==> src/rtl/pc_unit.sv <==
// rtl/pc_unit.sv - next-PC unit: PC register, jump resolve, delay slot, stall, exception entry/return
//
// Build option: define PC_UNIT_RAS_EN to add a circular return-address stack
// (jump_control 111 = RET, call_push pushes a link on a taken JUMP/DB).
//
// Ports:
//   clk          clock, rising edge
//   rst          synchronous active-low reset
//   stall        hold PC, state, pending target and stack
//   jump_control 000 IDLE, 001 EQZ, 010 NEZ, 011 TEQZ, 100 TNEZ, 101 JUMP, 110 DB, 111 RET
//   branch_pc    PC of the instruction being resolved
//   offset       branch offset, sign-extended then shifted by OFF_SHIFT
//   rs           register operand (zero test / jump target)
//   t            T flag
//   call_push    push link address on a taken JUMP/DB (stack builds only)
//   exc_req      exception request
//   exc_ack      one-cycle acknowledge, registered
//   eret         return from exception
//   pc           current fetch PC, registered
//   taken        redirect accepted this cycle, combinational
//   epc          saved exception return PC
//   slot_busy    high while the delay slot is being fetched
module pc_unit #(
    parameter int                WIDTH       = 16,
    parameter int                OFF_W       = 8,
    parameter int                OFF_SHIFT   = 0,
    parameter int                INC         = 2,
    parameter logic [WIDTH-1:0]  RESET_PC    = '0,
    parameter logic [WIDTH-1:0]  EXC_VECTOR  = WIDTH'(16'h0008),
    parameter int                DELAY_SLOTS = 0,
    parameter int                RAS_DEPTH   = 4
) (
    input  logic             clk,
    input  logic             rst,
    input  logic             stall,
    input  logic [2:0]       jump_control,
    input  logic [WIDTH-1:0] branch_pc,
    input  logic [OFF_W-1:0] offset,
    input  logic [WIDTH-1:0] rs,
    input  logic             t,
    input  logic             call_push,
    input  logic             exc_req,
    output logic             exc_ack,
    input  logic             eret,
    output logic [WIDTH-1:0] pc,
    output logic             taken,
    output logic [WIDTH-1:0] epc,
    output logic             slot_busy
);

    typedef enum logic {SEQ = 1'b0, SLOT = 1'b1} state_t;

    localparam logic [2:0] JC_EQZ  = 3'b001;
    localparam logic [2:0] JC_NEZ  = 3'b010;
    localparam logic [2:0] JC_TEQZ = 3'b011;
    localparam logic [2:0] JC_TNEZ = 3'b100;
    localparam logic [2:0] JC_JUMP = 3'b101;
    localparam logic [2:0] JC_DB   = 3'b110;
    localparam logic [2:0] JC_RET  = 3'b111;

    state_t           state_q;
    logic [WIDTH-1:0] pc_q;
    logic [WIDTH-1:0] epc_q;
    logic [WIDTH-1:0] pend_q;
    logic             exc_ack_q;
    logic             exc_block_q;   // set once a request is taken, cleared when exc_req drops

    logic [WIDTH-1:0] pc_inc;
    logic [WIDTH-1:0] off_ext;
    logic [WIDTH-1:0] br_tgt;
    logic [WIDTH-1:0] tgt;
    logic             cond;
    logic             exc_accept;

    assign pc_inc     = pc_q + WIDTH'(INC);
    assign off_ext    = {{(WIDTH-OFF_W){offset[OFF_W-1]}}, offset};
    assign br_tgt     = branch_pc + (off_ext << OFF_SHIFT);
    assign exc_accept = exc_req && !exc_block_q;

`ifdef PC_UNIT_RAS_EN
    localparam int RAS_AW = (RAS_DEPTH > 1) ? $clog2(RAS_DEPTH) : 1;
    localparam int RAS_CW = $clog2(RAS_DEPTH + 1);

    logic [WIDTH-1:0]  ras_q [RAS_DEPTH];
    logic [RAS_AW-1:0] ras_top_q;
    logic [RAS_CW-1:0] ras_cnt_q;
    logic [RAS_AW-1:0] ras_top_inc;
    logic [RAS_AW-1:0] ras_top_dec;
    logic              ras_push;
    logic              ras_pop;

    assign ras_top_inc = (ras_top_q == RAS_AW'(RAS_DEPTH - 1)) ? '0 : ras_top_q + 1'b1;
    assign ras_top_dec = (ras_top_q == '0) ? RAS_AW'(RAS_DEPTH - 1) : ras_top_q - 1'b1;
    // eret outranks the jump, so a taken RET/call under eret must not touch the stack
    assign ras_push = taken && !eret && call_push &&
                      ((jump_control == JC_JUMP) || (jump_control == JC_DB));
    assign ras_pop  = taken && !eret && (jump_control == JC_RET) && (ras_cnt_q != '0);

    always_ff @(posedge clk) begin
        if (!rst) begin
            ras_top_q <= '0;
            ras_cnt_q <= '0;
        end else if (ras_push) begin
            ras_top_q <= ras_top_inc;
            // a full stack silently overwrites its oldest slot
            if (ras_cnt_q != RAS_CW'(RAS_DEPTH)) begin
                ras_cnt_q <= ras_cnt_q + 1'b1;
            end
        end else if (ras_pop) begin
            ras_top_q <= ras_top_dec;
            ras_cnt_q <= ras_cnt_q - 1'b1;
        end
    end

    always_ff @(posedge clk) begin
        if (rst && ras_push) begin
            ras_q[ras_top_inc] <= branch_pc + WIDTH'(INC * (1 + DELAY_SLOTS));
        end
    end
`else
    localparam int unused_ras_depth = RAS_DEPTH;
    logic unused_call_push;
    assign unused_call_push = call_push;
`endif

    always_comb begin
        cond = 1'b0;
        tgt  = br_tgt;
        case (jump_control)
            JC_EQZ:  cond = (rs == '0);
            JC_NEZ:  cond = (rs != '0);
            JC_TEQZ: cond = !t;
            JC_TNEZ: cond = t;
            JC_JUMP: begin
                cond = 1'b1;
                tgt  = rs;
            end
            JC_DB:   cond = 1'b1;
`ifdef PC_UNIT_RAS_EN
            JC_RET:  begin
                cond = 1'b1;
                tgt  = (ras_cnt_q != '0) ? ras_q[ras_top_q] : rs;
            end
`endif
            default: cond = 1'b0;
        endcase
    end

    assign taken = (state_q == SEQ) && !stall && !exc_req && cond;

    always_ff @(posedge clk) begin
        if (!rst) begin
            state_q     <= SEQ;
            pc_q        <= RESET_PC;
            epc_q       <= '0;
            pend_q      <= '0;
            exc_ack_q   <= 1'b0;
            exc_block_q <= 1'b0;
        end else begin
            exc_ack_q <= 1'b0;
            if (exc_accept) begin
                // return address is whatever would have been fetched next
                epc_q       <= (state_q == SLOT) ? pend_q : pc_inc;
                pc_q        <= EXC_VECTOR;
                state_q     <= SEQ;
                pend_q      <= '0;
                exc_ack_q   <= 1'b1;
                exc_block_q <= 1'b1;
            end else begin
                if (!exc_req) begin
                    exc_block_q <= 1'b0;
                end
                if (eret) begin
                    pc_q    <= epc_q;
                    state_q <= SEQ;
                end else if (!stall) begin
                    if (state_q == SLOT) begin
                        pc_q    <= pend_q;
                        state_q <= SEQ;
                    end else if (taken) begin
                        if (DELAY_SLOTS == 0) begin
                            pc_q <= tgt;
                        end else begin
                            pc_q    <= pc_inc;
                            pend_q  <= tgt;
                            state_q <= SLOT;
                        end
                    end else begin
                        pc_q <= pc_inc;
                    end
                end
            end
        end
    end

    assign pc        = pc_q;
    assign epc       = epc_q;
    assign exc_ack   = exc_ack_q;
    assign slot_busy = (state_q == SLOT);

endmodule

==> config.mk <==
export PLATFORM = sky130hd
export DESIGN_NAME = pc_unit
export DESIGN_NICKNAME = d
export VERILOG_FILES = /design/src/rtl/pc_unit.sv
export SDC_FILE = /design/constraint.sdc
export NUM_CORES = 1
export LEC_CHECK = 0
export CORE_UTILIZATION = 45
export CTS_CLUSTER_SIZE = 8
export DETAILED_ROUTE_END_ITERATION = 10
export GPL_TIMING_DRIVEN = 1
export PLACE_DENSITY = 0.77
export SLEW_MARGIN = 5
export SYNTH_ARGS = -nofsm -noshare
export SYNTH_HDL_FRONTEND = slang
export SYNTH_SLANG_ARGS = --single-unit
==> constraint.sdc <==
create_clock -name clk -period 2.9 [get_ports clk]
set_clock_uncertainty 0.2 [all_clocks]
set_input_delay 0.58 -clock clk [delete_from_list [all_inputs] [get_ports clk]]
set_output_delay 0.58 -clock clk [all_outputs]
set_load 0.01 [all_outputs]
==> run_1/clock_map.png <==
Scale: 6 px per um.
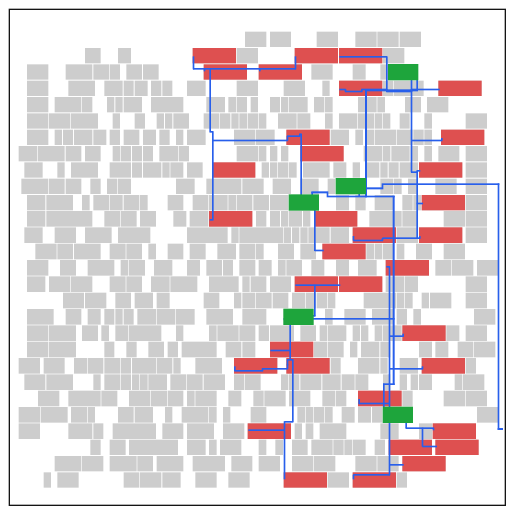
- green: cells driving clock nets (count 5)
- blue: clock wires (length 488 um)
- red: flip-flops (count 34)
- routed clock nets: 6
Clk power: 0.367 mW
Latency at later pin: 0.29 ns

==> run_1/met4.png <==
Scale: 4 px per um.
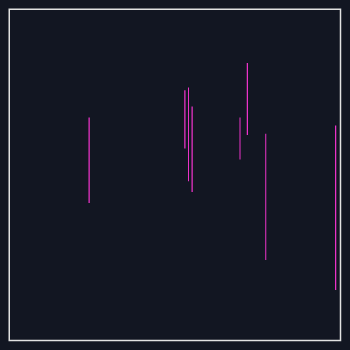
- main direction: vertical
- nets with wire on the layer: 7

==> reports/qor.csv, run 1 <==
stage;metric;value;unit
outcome;outcome;finished, final reports clean;
power_and_ir_drop;Lkg Pwr;1.80;nW
sta;Slew @ Worst Pin;0.509;ns
setup_path;Worst Path Required;2.89;ns
global_route;global-route wire length before repair;14.4;mm
power_and_ir_drop;clock power share;0.258;
layout;FF+latch area;681;um^2
global_route;vias in the first global route;3079;
layout;nets@finish;562;
clock_network;H-tree depth;2;
layout;combinational share of cell area;0.506;
clock_network;Reg clk slew, reported paths;0.07;ns
layout;Repair and plain buffers;134;
logic_synthesis;Unique cell types;73;
logic_synthesis;Syn Nets;446;
job;tally of OpenROAD warnings;27;
setup_path;Top Family by Delay on Critical Path;AND-OR/OR-AND gates;
logic_synthesis;FA/HA/MAJ Cells, Area Fraction;0.0757;
power_and_ir_drop;Gate power share;0.378;
hold_path;min-delay src;epc[2];
setup_path;Critical Path Source Type;primary input;
layout;Inverters, non-clock;6;
global_route;antenna violations before repair;0;
logic_synthesis;Top-area cell share;0.234;
global_route;most congested layer reported by global routing;met2;
route;DRC viols;0;
setup_path;worst path arrival time;2.75;ns
power_and_ir_drop;Psw;0.460;mW
sta;Max-slew headroom;0.660;
floorplan;die area;0.00679;mm^2
power_and_ir_drop;sequential fraction of design power;0.364;
clock_network;CTS tree;done;
layout;Largest cell class;logic gates;
logic_synthesis;Primary FF master, synth;dfxtp_1;
layout;fin area;0.00428;mm^2
clock_network;Root Driver;clkbuf_8;
logic_synthesis;top cells by count;nand2_1 (65), dfxtp_1 (34), nor2_1 (28);
power_and_ir_drop;combinational power;0.537;mW
placed_design;hpwl dp;6.72;mm
sta;Max Slew Vio Count;0;
placed_design;placed insts;562;
global_route;largest net degree at the start of global routing;30;
floorplan;# IOs;85;
logic_synthesis;MUX area fraction;0.0185;
setup_path;Crit-path slowest cell;clkdlybuf4s50_1;
logic_synthesis;Synth top cell by count;nand2_1;
setup_path;worst r2r src;pc[1];
logic_synthesis;Simple-Gate Area Share;0.264;
==> run_1/pdn.png <==
Scale: 6 px per um. Pins as bars on the die edge.
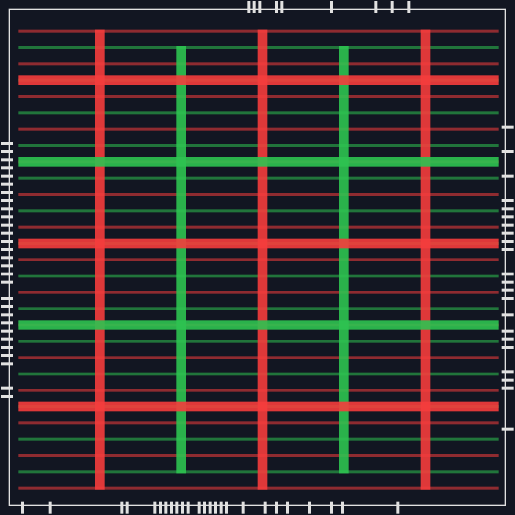
- red: VSS
- green: VDD
- met4 straps: 5
- met5 straps: 5
- signal pins: 85
- rows: 28
- met1 rails: 29

==> run 1: final timing paths <==
check / endpoint / slack (ns) / cells after the start
worst min-delay path: epc[2] / 0.29 / 2
worst max register to register: pc[15] / 0.68 / 7
worst max-delay path: pc[12] / 0.14 / 9
worst min register to register: epc[2] / 0.29 / 2
==> run 1: cells by family after synthesis <==
| family | after synthesis |
|---|---|
| buffers and inverters | 31 |
| multiplexers | 5 |
| other | 1 |
| XOR/XNOR | 23 |
| flip-flops | 34 |
| AND/OR/NAND/NOR | 157 |
| AND-OR/OR-AND | 111 |
| adder cells (fa/ha/maj) | 17 |
==> run 1: per-layer routing <==
layer  part of all wire  wire length [um]
met1               0.44              3970
met2               0.48              4250
met3              0.059               524
met4              0.020               179
met5                  0                 0
==> run 1: cells in the final DEF (no fill, tap or decap), types with 3 or more instances in the layout <==
cell,netlist,layout
a22o_1,3,3
a21oi_1,18,17
o211ai_1,5,5
a31oi_1,5,5
nor2_1,28,28
or2_2,4,4
mux2i_1,4,4
clkbuf_8,1,6
clkdlybuf4s50_1,0,68
o211a_1,10,10
nor3_1,8,8
dfxtp_1,34,34
nor4_2,1,4
o21ai_0,22,22
dlymetal6s2s_1,0,5
xor2_1,9,9
and3_1,6,6
nand2_1,65,65
a32o_1,3,3
nand4_1,5,5
nor2b_1,4,4
nand3_1,8,8
nand2b_1,3,3
buf_4,2,51
o31ai_1,3,3
ha_1,16,15
a21boi_0,3,3
a221oi_1,4,4
and2_1,6,6
dlygate4sd2_1,0,8
a2111oi_2,1,3
inv_1,5,5
a21o_1,4,4
xnor2_1,14,14
==> run 1: state kept, by name (all words and copies together), names as in the netlist, named ones only <==
register     flops
pc              15
epc             16
exc_block_q      1
exc_ack          1
==> run 2: changes to the inputs <==
--- a/config.mk
+++ b/config.mk
@@ -6,6 +6,7 @@
 export NUM_CORES = 1
 export LEC_CHECK = 0
 export CORE_UTILIZATION = 45
+export CTS_CLUSTER_DIAMETER = 200
 export CTS_CLUSTER_SIZE = 8
 export DETAILED_ROUTE_END_ITERATION = 10
 export GPL_TIMING_DRIVEN = 1
==> run_2/met4.png <==
Scale: 4 px per um.
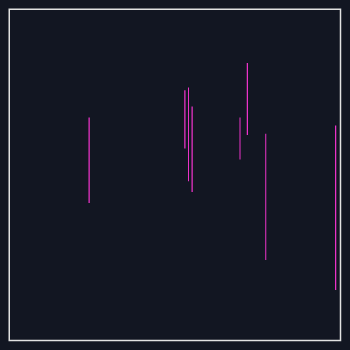
- nets with wire on the layer: 7
- main direction: vertical
- longest straight run: 40.8 um
- wire length on this layer: 180 um
Routed WL: 8.93 mm
vias: 3283

==> reports/qor.csv, run 2 <==
stage;metric;value;unit;change
route;routed length per placed instance;15.6;um;
logic_synthesis;Synth top cell by count;nand2_1;;
layout;nets@finish;562;;unchanged
route;DRC viols;0;;unchanged
global_route;antenna violations before repair;0;;unchanged
layout;max reg flops;16;;unchanged
power_and_ir_drop;sequential fraction of design power;0.364;;about the same
global_route;most congested layer reported by global routing;met2;;
setup_path;worst path arrival time;2.75;ns;about the same
global_route;gr usage total;0.280;;
logic_synthesis;Primary FF master, synth;dfxtp_1;;
logic_synthesis;Post-synth area hogs;dfxtp_1 (23%), nand2_1 (8.4%), ha_1 (6.9%);;
layout;diodes inserted;0;;
clock_network;setup bufs post-CTS;1;;
global_route;global-route wire length before repair;14.4;mm;unchanged
setup_path;Worst Path Required;2.89;ns;about the same
placed_design;area post-placement;0.00408;mm^2;
global_route;vias in the first global route;3079;;unchanged
clock_network;post-CTS resize count;16;;
clock_network;CTS Hold Bufs;0;;
job;tally of OpenROAD warnings;27;;unchanged
logic_synthesis;Top-area cell share;0.234;;unchanged
route;Met2 Wirelength;4.25;mm;unchanged
route;Max Used Layer;met4;;
setup_path;Top Family by Delay on Critical Path;AND-OR/OR-AND gates;;
floorplan;die area;0.00679;mm^2;unchanged
power_and_ir_drop;Psw;0.460;mW;unchanged
logic_synthesis;fraction of registers with async set/reset;0;;
global_route;grt met1 use;0.363;;
sta;minimum clock period;2.76;ns;
clock_network;clock buffer count from CTS;5;;
logic_synthesis;Syn Inst Count;379;;
setup_path;Crit-path slowest cell;clkdlybuf4s50_1;;
layout;Top Layout Cells;clkdlybuf4s50_1 (68), nand2_1 (65), buf_4 (51), dfxtp_1 (34), nor2_1 (28);;
sta;Max-slew headroom;0.660;;unchanged
setup_path;Critical Path Source Type;primary input;;
layout;layout cell share with drive strength beyond 1;0.192;;
logic_synthesis;yosys warns;0;;
outcome;outcome;finished, final reports clean;;
sta;FMAX;362;MHz;
layout;most numerous logic cell after layout;clkdlybuf4s50_1;;
logic_synthesis;top cells by count;nand2_1 (65), dfxtp_1 (34), nor2_1 (28);;
power_and_ir_drop;clock power share;0.258;;about the same
logic_synthesis;Unique cell types;73;;unchanged
clock_network;H-tree depth;2;;unchanged
layout;area grow syn2layout;47.0;%;
floorplan;core outline area;0.00610;mm^2;
clock_network;Root Driver;clkbuf_8;;
route;Post-Route M1 WL;3.97;mm;unchanged
power_and_ir_drop;Gate power share;0.378;;about the same
clock_network;Reg clk slew, reported paths;0.07;ns;about the same
sta;Slew @ Worst Pin;0.509;ns;unchanged
placed_design;Port-buffer cells;82;;
layout;fin area;0.00428;mm^2;unchanged
sta;Max Slew Vio Count;0;;unchanged
logic_synthesis;leading area contributor after synthesis;dfxtp_1;;
floorplan;# IOs;85;;unchanged
setup_path;cell chain of the critical path;clkdlybuf4s50_1 -> ha_2 -> fa_2 -> a211oi_4 -> o21bai_2 -> a21boi_4 -> o21ai_1 -> xor2_1 -> o31a_1;;
sta;final hold slack;0.295;ns;
layout;FF+latch area;681;um^2;unchanged
clock_network;CTS tree;done;;
global_route;largest net degree at the start of global routing;30;;unchanged
placed_design;placed insts;562;;unchanged
logic_synthesis;Syn Nets;446;;unchanged
route;First-pass DRT Iterations;5;;
route;WL met3;524;um;unchanged
power_and_ir_drop;Lkg Pwr;1.80;nW;unchanged
clock_network;Latency at later pin;0.29;ns;about the same
placed_design;hpwl dp;6.72;mm;unchanged
==> run 2: cell counts after synthesis <==
Identical to the previous run, type by type.
==> run 2: stage by stage <==
step / power [mW] / TNS, ns / util
2_1_floorplan: 0.796 / 0 / -
3_3_place_gp: 1.03 / -2.77 / 0.670
3_5_place_dp: 1.04 / -3.29 / 0.670
4_1_cts: 1.40 / 0 / 0.689
5_1_grt: 1.50 / 0 / 0.702
6_report: 1.42 / 0 / 0.702
==> run 2: final cells by class <==
cell class / count / share of cell area
multi-input combinational: 314 / 0.506
timing repair buffer: 134 / 0.285
sequential: 34 / 0.159
tap: 75 / 0.0219
clock buffer: 7 / 0.0202
inverter: 6 / 0.00585
clock inverter: 1 / 0.00117
==> run 2: cells by family after synthesis <==
| group | Yosys count | share of synthesized area |
|---|---|---|
| and+or+nand+nor | 157 | 0.264 |
| AOI/OAI and AO/OA | 111 | 0.282 |
| DFF | 34 | 0.234 |
| buffers and inverters | 31 | 0.0555 |
| xor gates and xnor gates | 23 | 0.0692 |
| adders and majority gates | 17 | 0.0757 |
| muxes | 5 | 0.0185 |
| other | 1 | 0.00129 |
==> run 2: power by group through the flow <==
stage	clock network, mW	registers (mW)	logic [mW]
3_3_place_gp	0	0.527	0.502
3_5_place_dp	0	0.528	0.511
2_1_floorplan	0	0.534	0.262
5_1_grt	0.389	0.521	0.588
4_1_cts	0.371	0.517	0.515
6_report	0.367	0.518	0.537
==> run 2: path summary, 6_finish.rpt <==
kind             start      to  slack [ns]  cells after the start
min reg2reg     epc[2]  epc[2]        0.29                      2
max          offset[0]  pc[12]        0.14                      9
max reg2reg      pc[1]  pc[15]        0.68                      7
min             epc[2]  epc[2]        0.29                      2
==> run_2/clock_map.png <==
Scale: 6 px per um.
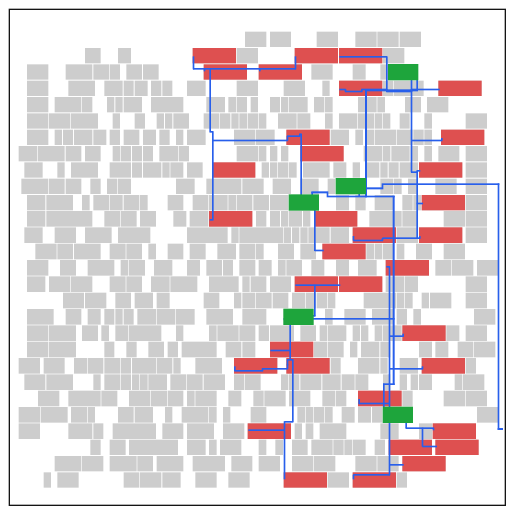

==> run 3: changes to the inputs <==
--- a/config.mk
+++ b/config.mk
@@ -5,7 +5,9 @@
 export SDC_FILE = /design/constraint.sdc
 export NUM_CORES = 1
 export LEC_CHECK = 0
+export CORE_ASPECT_RATIO = 1.5
 export CORE_UTILIZATION = 45
+export CTS_BUF_LIST = sky130_fd_sc_hd__clkbuf_4
 export CTS_CLUSTER_DIAMETER = 200
 export CTS_CLUSTER_SIZE = 8
 export DETAILED_ROUTE_END_ITERATION = 10
==> run_3/clock_map.png <==
Scale: 6 px per um.
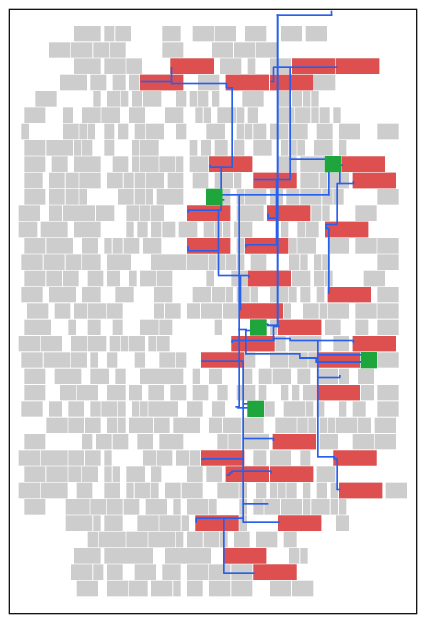
- green: cells driving clock nets (count 5)
- red: flip-flops (count 34)
- blue: clock wires (length 482 um)
- routed clock nets: 6

==> reports/qor.csv, run 3 <==
stage;metric;value;unit;change
logic_synthesis;top cells by count;nand2_1 (65), dfxtp_1 (34), nor2_1 (28);;
logic_synthesis;Post-synth area hogs;dfxtp_1 (23%), nand2_1 (8.4%), ha_1 (6.9%);;
setup_path;CP max FO;2;;
logic_synthesis;leading area contributor after synthesis;dfxtp_1;;
floorplan;# IOs;85;;unchanged
floorplan;core outline area;0.00617;mm^2;+1.3%
layout;layout cell share with drive strength beyond 1;0.170;;-0.0215
layout;Core Util, Final;0.673;;-0.0288
layout;Top Layout Cells;clkdlybuf4s50_1 (75), nand2_1 (65), buf_4 (49), dfxtp_1 (34), nor2_1 (28);;
global_route;gr usage total;0.278;;-0.00161
layout;max reg flops;16;;unchanged
layout;nets@finish;560;;-0.36%
global_route;antenna violations before repair;0;;unchanged
sta;Final Hold Viols;0;;
clock_network;H-tree depth;2;;unchanged
logic_synthesis;Unique cell types;73;;unchanged
global_route;vias in the first global route;3181;;+3.3%
global_route;largest net degree at the start of global routing;30;;unchanged
logic_synthesis;yosys warns;0;;unchanged
logic_synthesis;Syn Inst Count;379;;unchanged
sta;FMAX;353;MHz;-2.6%
layout;diodes inserted;0;;unchanged
logic_synthesis;syn avg cell area;7.68;um^2;
clock_network;Latency at later pin;0.35;ns;+0.06 ns
route;DRC viols;0;;unchanged
layout;fin area;0.00416;mm^2;-2.9%
logic_synthesis;Post-synth EDFFs;0;;
route;routed length per placed instance;15.6;um;-0.41%
setup_path;Crit. End Element;primary output;;
sta;period utilization;0.978;;
clock_network;CTS Sinks;34;;
route;routed vias/inst;5.87;;
setup_path;Top Family by Delay on Critical Path;buffers and inverters;;
setup_path;CP peak stage delay;0.46;ns;
placed_design;area post-placement;0.00407;mm^2;-0.40%
sta;final hold slack;0.297;ns;+0.00223 ns
placed_design;hpwl dp;6.76;mm;+0.62%
layout;area grow syn2layout;42.8;%;
sta;minimum clock period;2.83;ns;+0.0749 ns
setup_path;worst path arrival time;2.05;ns;-0.70 ns
setup_path;Crit-path slowest cell;clkdlybuf4s50_1;;
logic_synthesis;ys cells;379;;
setup_path;Worst Path Required;2.12;ns;-0.77 ns
logic_synthesis;Primary FF master, synth;dfxtp_1;;
sta;RSZ-0062 raised after global routing;false;;
clock_network;clock buffer count from CTS;5;;unchanged
logic_synthesis;fraction of registers with async set/reset;0;;unchanged
power_and_ir_drop;peak supply drop;0.000159;V;
placed_design;placed insts;559;;-0.53%
logic_synthesis;ys flops;34;;
global_route;global-route wire length before repair;14.5;mm;+0.63%
route;vias;3336;;+1.6%
logic_synthesis;Syn Nets;446;;unchanged
route;First-pass DRT Iterations;5;;unchanged
clock_network;Reg clk slew, reported paths;0.11;ns;+0.04 ns
hold_path;min-delay worst type;flip-flop to flip-flop;;
sta;setup TNS;0;ns;unchanged
setup_path;critical path type;primary input to primary output;;
placed_design;Port-buffer cells;82;;unchanged
floorplan;die area;0.00680;mm^2;about the same
floorplan;# rows;35;;
clock_network;Root Driver;clkbuf_4;;
floorplan;die height;100;um;
logic_synthesis;Synth top cell by count;nand2_1;;
power_and_ir_drop;total power draw;1.31;mW;-8.1%
power_and_ir_drop;Lkg Pwr;1.71;nW;-4.5%
clock_network;CTS tree;done;;
logic_synthesis;Top-area cell share;0.234;;unchanged
layout;most numerous logic cell after layout;clkdlybuf4s50_1;;
outcome;outcome;finished, final reports clean;;
job;tally of OpenROAD warnings;27;;unchanged
setup_path;Critical Path Source Type;primary input;;
route;Routed WL;8.84;mm;-0.93%
sta;Max Slew Vio Count;0;;unchanged
power_and_ir_drop;power density over the cells;314;mW/mm^2;
setup_path;cell chain of the critical path;clkdlybuf4s50_1 -> nor4_4 -> nand4_1 -> mux2i_2 -> nand2_4 -> inv_4 -> buf_2;;
-- run 3: cell counts after synthesis --
Identical to the previous run, type by type.
-- run 3: worst paths after layout --
| check | from | end | slack [ns] | cells past startpoint |
|---|---|---|---|---|
| min | epc[4] | pc[4] | 0.30 | 2 |
| min reg2reg | epc[4] | pc[4] | 0.30 | 2 |
| max | rs[3] | taken | 0.07 | 7 |
| max reg2reg | pc[1] | pc[15] | 0.71 | 7 |
-- run 3: cell type report --
| cell class | count | area, um^2 | share of cell area |
|---|---|---|---|
| timing repair buffer | 132 | 1200 | 0.289 |
| clock buffer | 6 | 45.0 | 0.0108 |
| inverter | 6 | 25.0 | 0.00602 |
| multi-input combinational | 314 | 2100 | 0.506 |
| clock inverter | 2 | 8.76 | 0.00211 |
| tap | 74 | 92.6 | 0.0223 |
| sequential | 34 | 681 | 0.164 |
-- run 3: repair_timing --
action	4_1_cts	5_1_grt
buffers inserted	1	0
pin swaps	4	3
resized	13	3
hold buffers	0	0
endpoints found under the setup margin	1	6
-- run 3: per-layer routing --
| layer | part of all wire | up-vias | global-route usage |
|---|---|---|---|
| li1 | - | 1616 | - |
| met1 | 0.40 | 1550 | 0.327 |
| met2 | 0.52 | 141 | 0.480 |
| met3 | 0.049 | 29 | 0.0362 |
| met4 | 0.032 | 0 | 0.133 |
| met5 | 0 | - | 0 |
-- run 3: kinds of logic after synthesis --
family	after synthesis	synth area share
AND/OR/NAND/NOR	157	0.264
other	1	0.00129
multiplexers	5	0.0185
buffers and inverters	31	0.0555
AND-OR/OR-AND	111	0.282
XOR/XNOR	23	0.0692
flip-flops	34	0.234
adder cells (fa/ha/maj)	17	0.0757
-- run 3: power breakdown --
part,switching (mW),internal [mW]
clock network,0.170,0.100
logic,0.248,0.271
registers,0.0262,0.492
total,0.444,0.863
Power is estimated from default activity; no workload was simulated.
